File: config.mk
export PLATFORM = sky130hd
export DESIGN_NAME = muldiv_sequencer
export DESIGN_NICKNAME = d
export VERILOG_FILES = /design/src/rtl/muldiv_sequencer.sv
export SDC_FILE = /design/constraint.sdc
export NUM_CORES = 1
export LEC_CHECK = 0
export CORE_MARGIN = 10
export CORE_UTILIZATION = 51
export DETAILED_ROUTE_END_ITERATION = 12
export PLACE_DENSITY = 0.73
export SLEW_MARGIN = 20
export SYNTH_ARGS = -nofsm -noshare
export SYNTH_HDL_FRONTEND = slang
export SYNTH_SLANG_ARGS = --single-unit
File: constraint.sdc
create_clock -name clk -period 9.86 [get_ports clk]
set_input_delay 1.479 -clock clk [delete_from_list [all_inputs] [get_ports clk]]
set_output_delay 1.479 -clock clk [all_outputs]
set_load 0.05 [all_outputs]
File: src/rtl/muldiv_sequencer.sv
// Iterative signed MULT/DIV engine feeding the Hi/Lo registers.
// Takes WIDTH+2 cycles per op, or 1 cycle for a divide by zero. A start while busy is dropped, not queued.
module muldiv_sequencer #(
  parameter int WIDTH = 32
) (
  input  logic             clk,
  input  logic             reset,
  input  logic             start,
  input  logic             op,
  input  logic [WIDTH-1:0] a,
  input  logic [WIDTH-1:0] b,
  output logic             busy,
  output logic             done,
  output logic             hi_write,
  output logic             lo_write,
  output logic [WIDTH-1:0] hi,
  output logic [WIDTH-1:0] lo,
  output logic             div_zero
);

  localparam int CW = (WIDTH > 1) ? $clog2(WIDTH) : 1;

  localparam logic [2:0] S_IDLE  = 3'd0;
  localparam logic [2:0] S_CALC  = 3'd1;
  localparam logic [2:0] S_SIGN  = 3'd2;
  localparam logic [2:0] S_DONE  = 3'd3;
  localparam logic [2:0] S_DZERO = 3'd4;

  logic [2:0]         state;
  logic               op_r;
  logic               neg_main;
  logic               neg_rem;
  logic [CW-1:0]      cnt;
  logic [2*WIDTH-1:0] acc;
  logic [WIDTH-1:0]   bmag;

  logic [WIDTH-1:0]   a_mag;
  logic [WIDTH-1:0]   b_mag;
  logic [WIDTH:0]     mul_sum;
  logic [2*WIDTH-1:0] div_shift;
  logic [WIDTH:0]     div_trial;
  logic [2*WIDTH-1:0] acc_step;

  assign a_mag = a[WIDTH-1] ? (~a + 1'b1) : a;
  assign b_mag = b[WIDTH-1] ? (~b + 1'b1) : b;

  // MULT: conditional add of |b| into the upper half, then shift {carry, acc} right.
  // DIV: acc holds {remainder, dividend/quotient}; shift left and trial-subtract.
  always_comb begin
    mul_sum   = {1'b0, acc[2*WIDTH-1:WIDTH]} + (acc[0] ? {1'b0, bmag} : {(WIDTH+1){1'b0}});
    div_shift = {acc[2*WIDTH-2:0], 1'b0};
    div_trial = {1'b0, div_shift[2*WIDTH-1:WIDTH]} - {1'b0, bmag};
    if (!op_r)
      acc_step = {mul_sum, acc[WIDTH-1:1]};
    else if (!div_trial[WIDTH])
      acc_step = {div_trial[WIDTH-1:0], div_shift[WIDTH-1:1], 1'b1};
    else
      acc_step = div_shift;
  end

  always_ff @(posedge clk) begin
    if (reset) begin
      state    <= S_IDLE;
      op_r     <= 1'b0;
      neg_main <= 1'b0;
      neg_rem  <= 1'b0;
      cnt      <= '0;
      acc      <= '0;
      bmag     <= '0;
      hi       <= '0;
      lo       <= '0;
    end else begin
      case (state)
        S_IDLE: begin
          if (start) begin
            op_r     <= op;
            neg_main <= a[WIDTH-1] ^ b[WIDTH-1];
            neg_rem  <= a[WIDTH-1];
            cnt      <= CW'(WIDTH-1);
            acc      <= {{WIDTH{1'b0}}, a_mag};
            bmag     <= b_mag;
            state    <= (op && (b == '0)) ? S_DZERO : S_CALC;
          end
        end
        S_CALC: begin
          acc <= acc_step;
          cnt <= cnt - 1'b1;
          if (cnt == '0)
            state <= S_SIGN;
        end
        S_SIGN: begin
          if (!op_r) begin
            {hi, lo} <= neg_main ? (~acc + 1'b1) : acc;
          end else begin
            lo <= neg_main ? (~acc[WIDTH-1:0] + 1'b1) : acc[WIDTH-1:0];
            hi <= neg_rem ? (~acc[2*WIDTH-1:WIDTH] + 1'b1) : acc[2*WIDTH-1:WIDTH];
          end
          state <= S_DONE;
        end
        S_DONE:  state <= S_IDLE;
        S_DZERO: state <= S_IDLE;
        default: state <= S_IDLE;
      endcase
    end
  end

  assign busy     = (state != S_IDLE);
  assign done     = (state == S_DONE);
  assign hi_write = done;
  assign lo_write = done;
  assign div_zero = (state == S_DZERO);

endmodule

==> ci_impl_report.md, run 1 <==
### Metrics collected by this job

| Metric | Value |
|---|---|
| Switch share | around 45% |
| Floorplan Nets | approximately 1.9k |
| Slowest cell on crit path | nor4_1 |
| Yosys chip area | about 0.013 mm² |
| R2R Path Start | acc[0] |
| Yosys stat cell total | 1778 |
| Clk tree area frac | 4.07% |
| Hold path depth | 2 |
| Clock Tree Buf Depth | 2 |
| Fin. Hold Viols | 0 |
| RSZ-0062 raised after global routing | false |
| Slew Limit Fails | 0 |
| Total Power | 2970 µW |
| WL per Instance | between 15 and 20 µm |
| Worst hold slack | 450 ps |
| Fin nets | 1966 |
| Placer congestion estimate | around 0.95 |
| Crit path DRT | ~10000 ps |
| Register area share after synthesis | 25.4% |
| # placed instances | ~2.1k |
| Width of the chip | between 150 and 200 µm |
| Status | finished clean |
| Setup Fix Bufs, Post-CTS | 0 |
| Critical path type | in2reg |
| Tapcells | between 300 and 400 |
| Peak supply drop | 0.204 mV |
| Placed cell area | approximately 0.015 mm² |
| Non-clk bufs | ~150 |
| Final Routed Wirelength | 40700 µm |
| H-tree Lvls | 4 |
| Hold buffers post-CTS | 0 |
| First-pass GRT wire length | ~65000 µm |
| Worst relative slew slack | 25.1% |
| DRT Pass-1 Iters | 5 |
| CP max stage delay | 620 ps |
| Critical path destination | acc[29] |
| Flop share of the area | between 20% and 30% |
| GR Overflow Total | 0 |
| Layout cells sized above 1 | under 10% |
| Root Buffer | clkbuf_16 |
| NetSw | 1330 µW |
| Post-Syn Area per Cell | about 7.6 µm² |
| Worst Setup Start Kind | primary input |
| Dominant logic cell type in the layout | nor2_1 |
| Initial antenna violation count | 0 |
-- run 1: power by group through the flow --
| stage | combinational, µW | clock (µW) | sequential, µW |
|---|---|---|---|
| after detailed placement | 1290 | 0 | 953 |
| after global routing | 1440 | 748 | 958 |
| after floorplan | 881 | 0 | 1010 |
| after CTS | 1300 | 721 | 937 |
| final | 1310 | 716 | 942 |
| after global placement | 1280 | 0 | 948 |
-- run 1: cells by family (layout without fill, tap and decap cells) --
logic type      count (synthesis)  after routing  share of synthesized area, %
simple gates                  588            588                          21.0
compound gates                551            551                          27.1
buf+inv                       186            246                          5.58
flops                         171            171                          25.4
xor+xnor                      161            161                          10.5
fa+ha+maj                      73             73                          6.90
mux                            48             48                          3.61
-- run 1: cell usage after synthesis (13+ instances only) --
library cell	count	area, µm²
a21o_1	31	233
a31oi_1	19	119
nand2_1	158	593
nand3_1	27	135
a21oi_1	130	651
nor2_1	210	788
and3_1	14	87.6
dfxtp_1	171	3420
mux2i_1	43	430
o41ai_1	13	114
nor3b_1	13	97.6
inv_1	64	240
o31ai_1	35	263
nand2b_1	19	119
a211oi_1	125	938
nor4_1	15	93.8
or4_1	13	97.6
o21ai_0	110	551
xor2_1	99	867
xnor2_1	62	543
nor3_1	39	195
ha_1	71	888
clkbuf_1	96	360
or3_1	22	138
-- run 1: sequential cells by signal, indices dropped and copies added, names as in the netlist --
signal	cells
neg_rem	1
hi	32
op_r	1
acc	64
bmag	32
neg_main	1
state	3
cnt	5
lo	32
-- run 1: worst register-to-register path: cells and delay by family (launching register included) --
kind	cells	cell delay (ps)
compound gates	8	2000
fa+ha+maj	1	300
buf+inv	2	520
flops	1	550
mux	1	340
simple gates	1	220
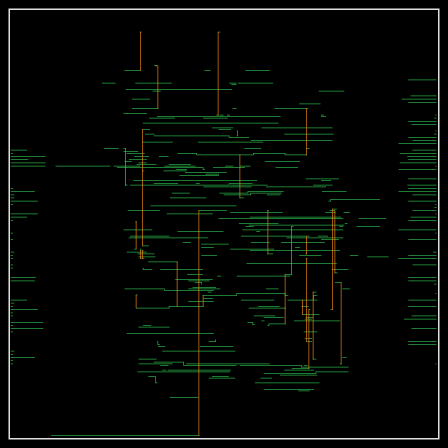
**Above:** run 1 (routed metal, one color a layer).
Only two layers are drawn.
[green] metal 3 | wire length: 3400 µm
[orange] metal 4 | wire length: 584 µm

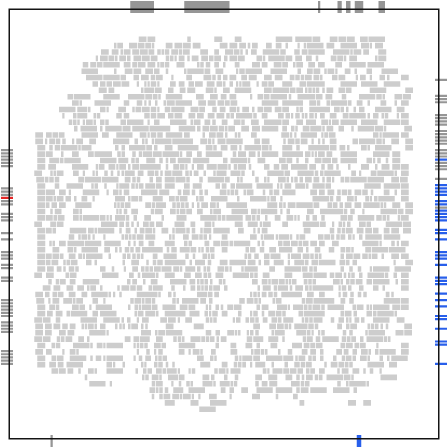
**Above:** run 1 (pin map).
Pins as bars across the die edge, other pins in gray.
[red] op | pins: 1 | direction: input | edge: left
[blue] hi | pins: 32 | direction: output | edge: 30 right, 2 bottom

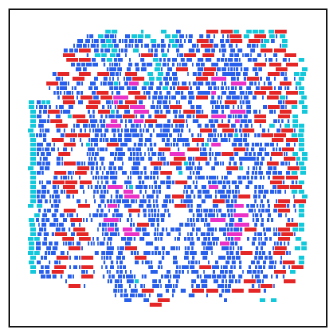
**Above:** run 1 (cells colored by class).
[magenta] clock drivers and dummy loads | cells: 32 | share of their area: 4.2%
[blue] combinational and other logic | cells: 1486 | share of their area: 63%
[cyan] other buffers and delay cells | cells: 149 | share of their area: 9.6%
[red] flops | cells: 171 | share of their area: 23%

**Run 1: clock distribution**

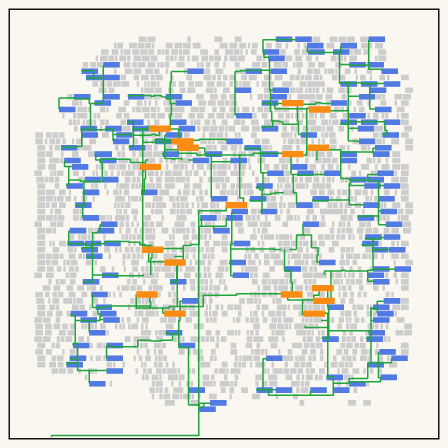

==> run 1 -> run 2 <==
- PLACE_DENSITY: 0.73 -> 0.76
- clock period: 9.86 -> 3.8 ns (I/O delays scaled with it)
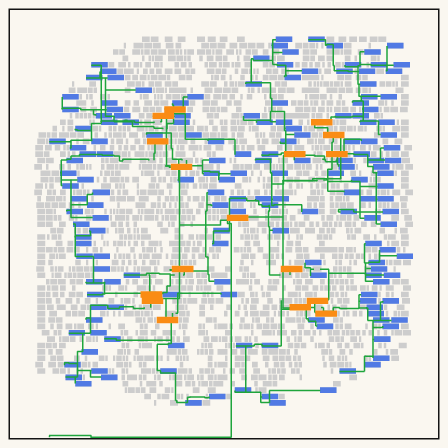
**Above:** run 2 (clock distribution).
[blue] flip-flops | count: 171
[green] clock wires | length: 2370 µm
[orange] clock drivers | count: 17
routed clock nets: 18

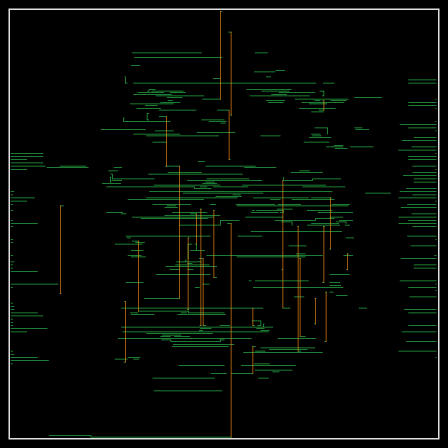
**Above:** run 2 (routed metal, one color a layer).
Only two layers are drawn.
[orange] metal 4 | wire length: 754 µm
[green] metal 3 | wire length: 3800 µm

==> ci_impl_report.md, run 2 <==
### Metrics collected by this job

| Metric | Value |
|---|---|
| Status | finished clean (unchanged) |
| Slew Limit Fails | 0 (unchanged) |
| Vias/cell | 6.12 (was 6.14) |
| Critical path type | reg2reg (was in2reg) |
| # placed instances | 2190 (was 2141) |
| Fin. Hold Viols | 0 (unchanged) |
| Register area share after synthesis | 25.4% (unchanged) |
| Worst Setup Slack, final | 230 ps (was 5430 ps) |
| Top cells by count | nor2_1, dfxtp_1, nand2_1 (unchanged) |
| Top cell area share | 25.4% (unchanged) |
| Placer congestion estimate | 0.969 (was 0.950) |
| Yosys stat cell total | 1778 (unchanged) |
| Post-Syn Area per Cell | 7.57 µm² (unchanged) |
| Hold buffers post-CTS | 0 (unchanged) |
| Post-synth top area cell | dfxtp_1 (unchanged) |
| Crit path DRT | 4160 ps (was 10190 ps) |
| Layout cells sized above 1 | 6.68% (was 4.30%) |
| Peak supply drop | 0.444 mV (was 0.204 mV) |
| Tool warnings | 28 (was 30) |
| Most frequent cell after synthesis | nor2_1 (unchanged) |
| Width of the chip | 182 µm (unchanged) |
| Seq. pwr | 2370 µW (was 942 µW) |
| Dominant logic cell type in the layout | nor2_1 (unchanged) |
| GR Overflow Total | 0 (unchanged) |
| Root Buffer | clkbuf_16 (unchanged) |
| Largest reg by FF count | acc (unchanged) |
| DRT Pass-1 Iters | 8 (was 5) |
| Final Routed Wirelength | 41800 µm (was 40700 µm) |
| Clock Tree Buf Depth | 2 (unchanged) |
| Fin nets | 2015 (was 1966) |
| Clk. pwr | 1890 µW (was 716 µW) |
| Floorplan Nets | 1919 (unchanged) |
| Combinational power | 3610 µW (was 1310 µW) |
| Post-synth regs | 171 (unchanged) |
| RSZ-0062 raised after global routing | false (unchanged) |
| WL per Instance | 18.8 µm (was 18.7 µm) |
| Max FFs per register | 64 (unchanged) |
| Worst relative slew slack | 31.2% (was 25.1%) |
| H-tree Lvls | 4 (unchanged) |
| Worst Setup Start Kind | register (was primary input) |
| R2R Path Start | acc[0] (unchanged) |
| Setup Fix Bufs, Post-CTS | 0 (unchanged) |
| Initial antenna violation count | 0 (unchanged) |
| Total Power | 7880 µW (was 2970 µW) |
| NetSw | 3490 µW (was 1330 µW) |
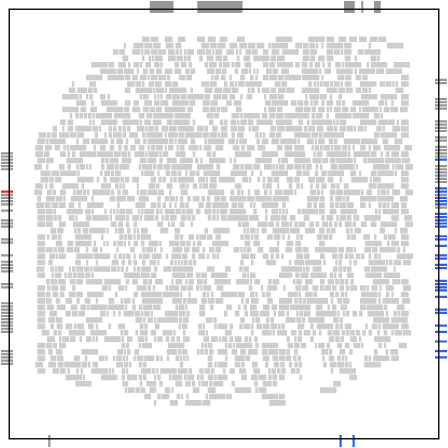
**Above:** run 2 (pin map).
Pins as bars across the die edge, other pins in gray.
[blue] hi | pins: 32 | direction: output | edge: 30 right, 2 bottom
[red] op | pins: 1 | direction: input | edge: left

==> run 2: cell count changes in the layout (fill, tap and decap cells not counted), sizes merged <==
cell    before  now
buf         15   64
bufinv       0    1
clkinv       8    4
inv         71   74
==> run 2: routing by layer <==
layer	part of all wire [%]	GRT usage [%]	vias up	wire length [µm]
li1	-	-	6671	-
met1	46	33.4	6289	19200
met2	43	36.2	584	18000
met3	9.1	5.14	55	3800
met4	1.8	7.00	0	754
met5	0	0	-	0
==> run 2: cell families after synthesis <==
kind of cell               Yosys count  synth area share [%]
and+or+nand+nor                    588                  21.0
muxes                               48                  3.61
AOI/OAI and AO/OA                  551                  27.1
xor gates and xnor gates           161                  10.5
adders and majority gates           73                  6.90
DFF                                171                  25.4
buffers and inverters              186                  5.58
==> run 2: cell type report <==
cell class,count,area [µm²]
multi-input combinational,1421,9310
tap,335,419
timing repair buffer,198,1830
clock buffer,17,425
inverter,65,244
fill,2395,10100
sequential,171,3420
clock inverter,15,204
==> run 2: final timing paths <==
path | cells past startpoint | slack (ps) | to
worst min register to register | 2 | 450 | hi[23]
worst min-delay path | 2 | 450 | hi[23]
worst max-delay path | 13 | 230 | acc[56]
worst max register to register | 13 | 230 | acc[56]
==> run 2: through the flow <==
stage          util, %  hold WS (ps)
3_5_place_dp      58.6           445
4_1_cts           61.1           454
6_report          61.0           448
3_3_place_gp      58.6           437
5_1_grt           61.0           474
2_1_floorplan        -           450
==> run 2: worst max-delay path, cell delays in order (launching register included) <==
cell and delay, ps:
dfxtp_1 340, inv_1 230, buf_4 290, nor2_1 80
ha_1 390, and2_1 180, a221oi_1 520, o21a_1 270
o41ai_1 100, buf_4 170, a31o_2 260, a21oi_1 170
mux2_2 340, o21ai_0 150
Power is estimated from default activity; no workload was simulated.
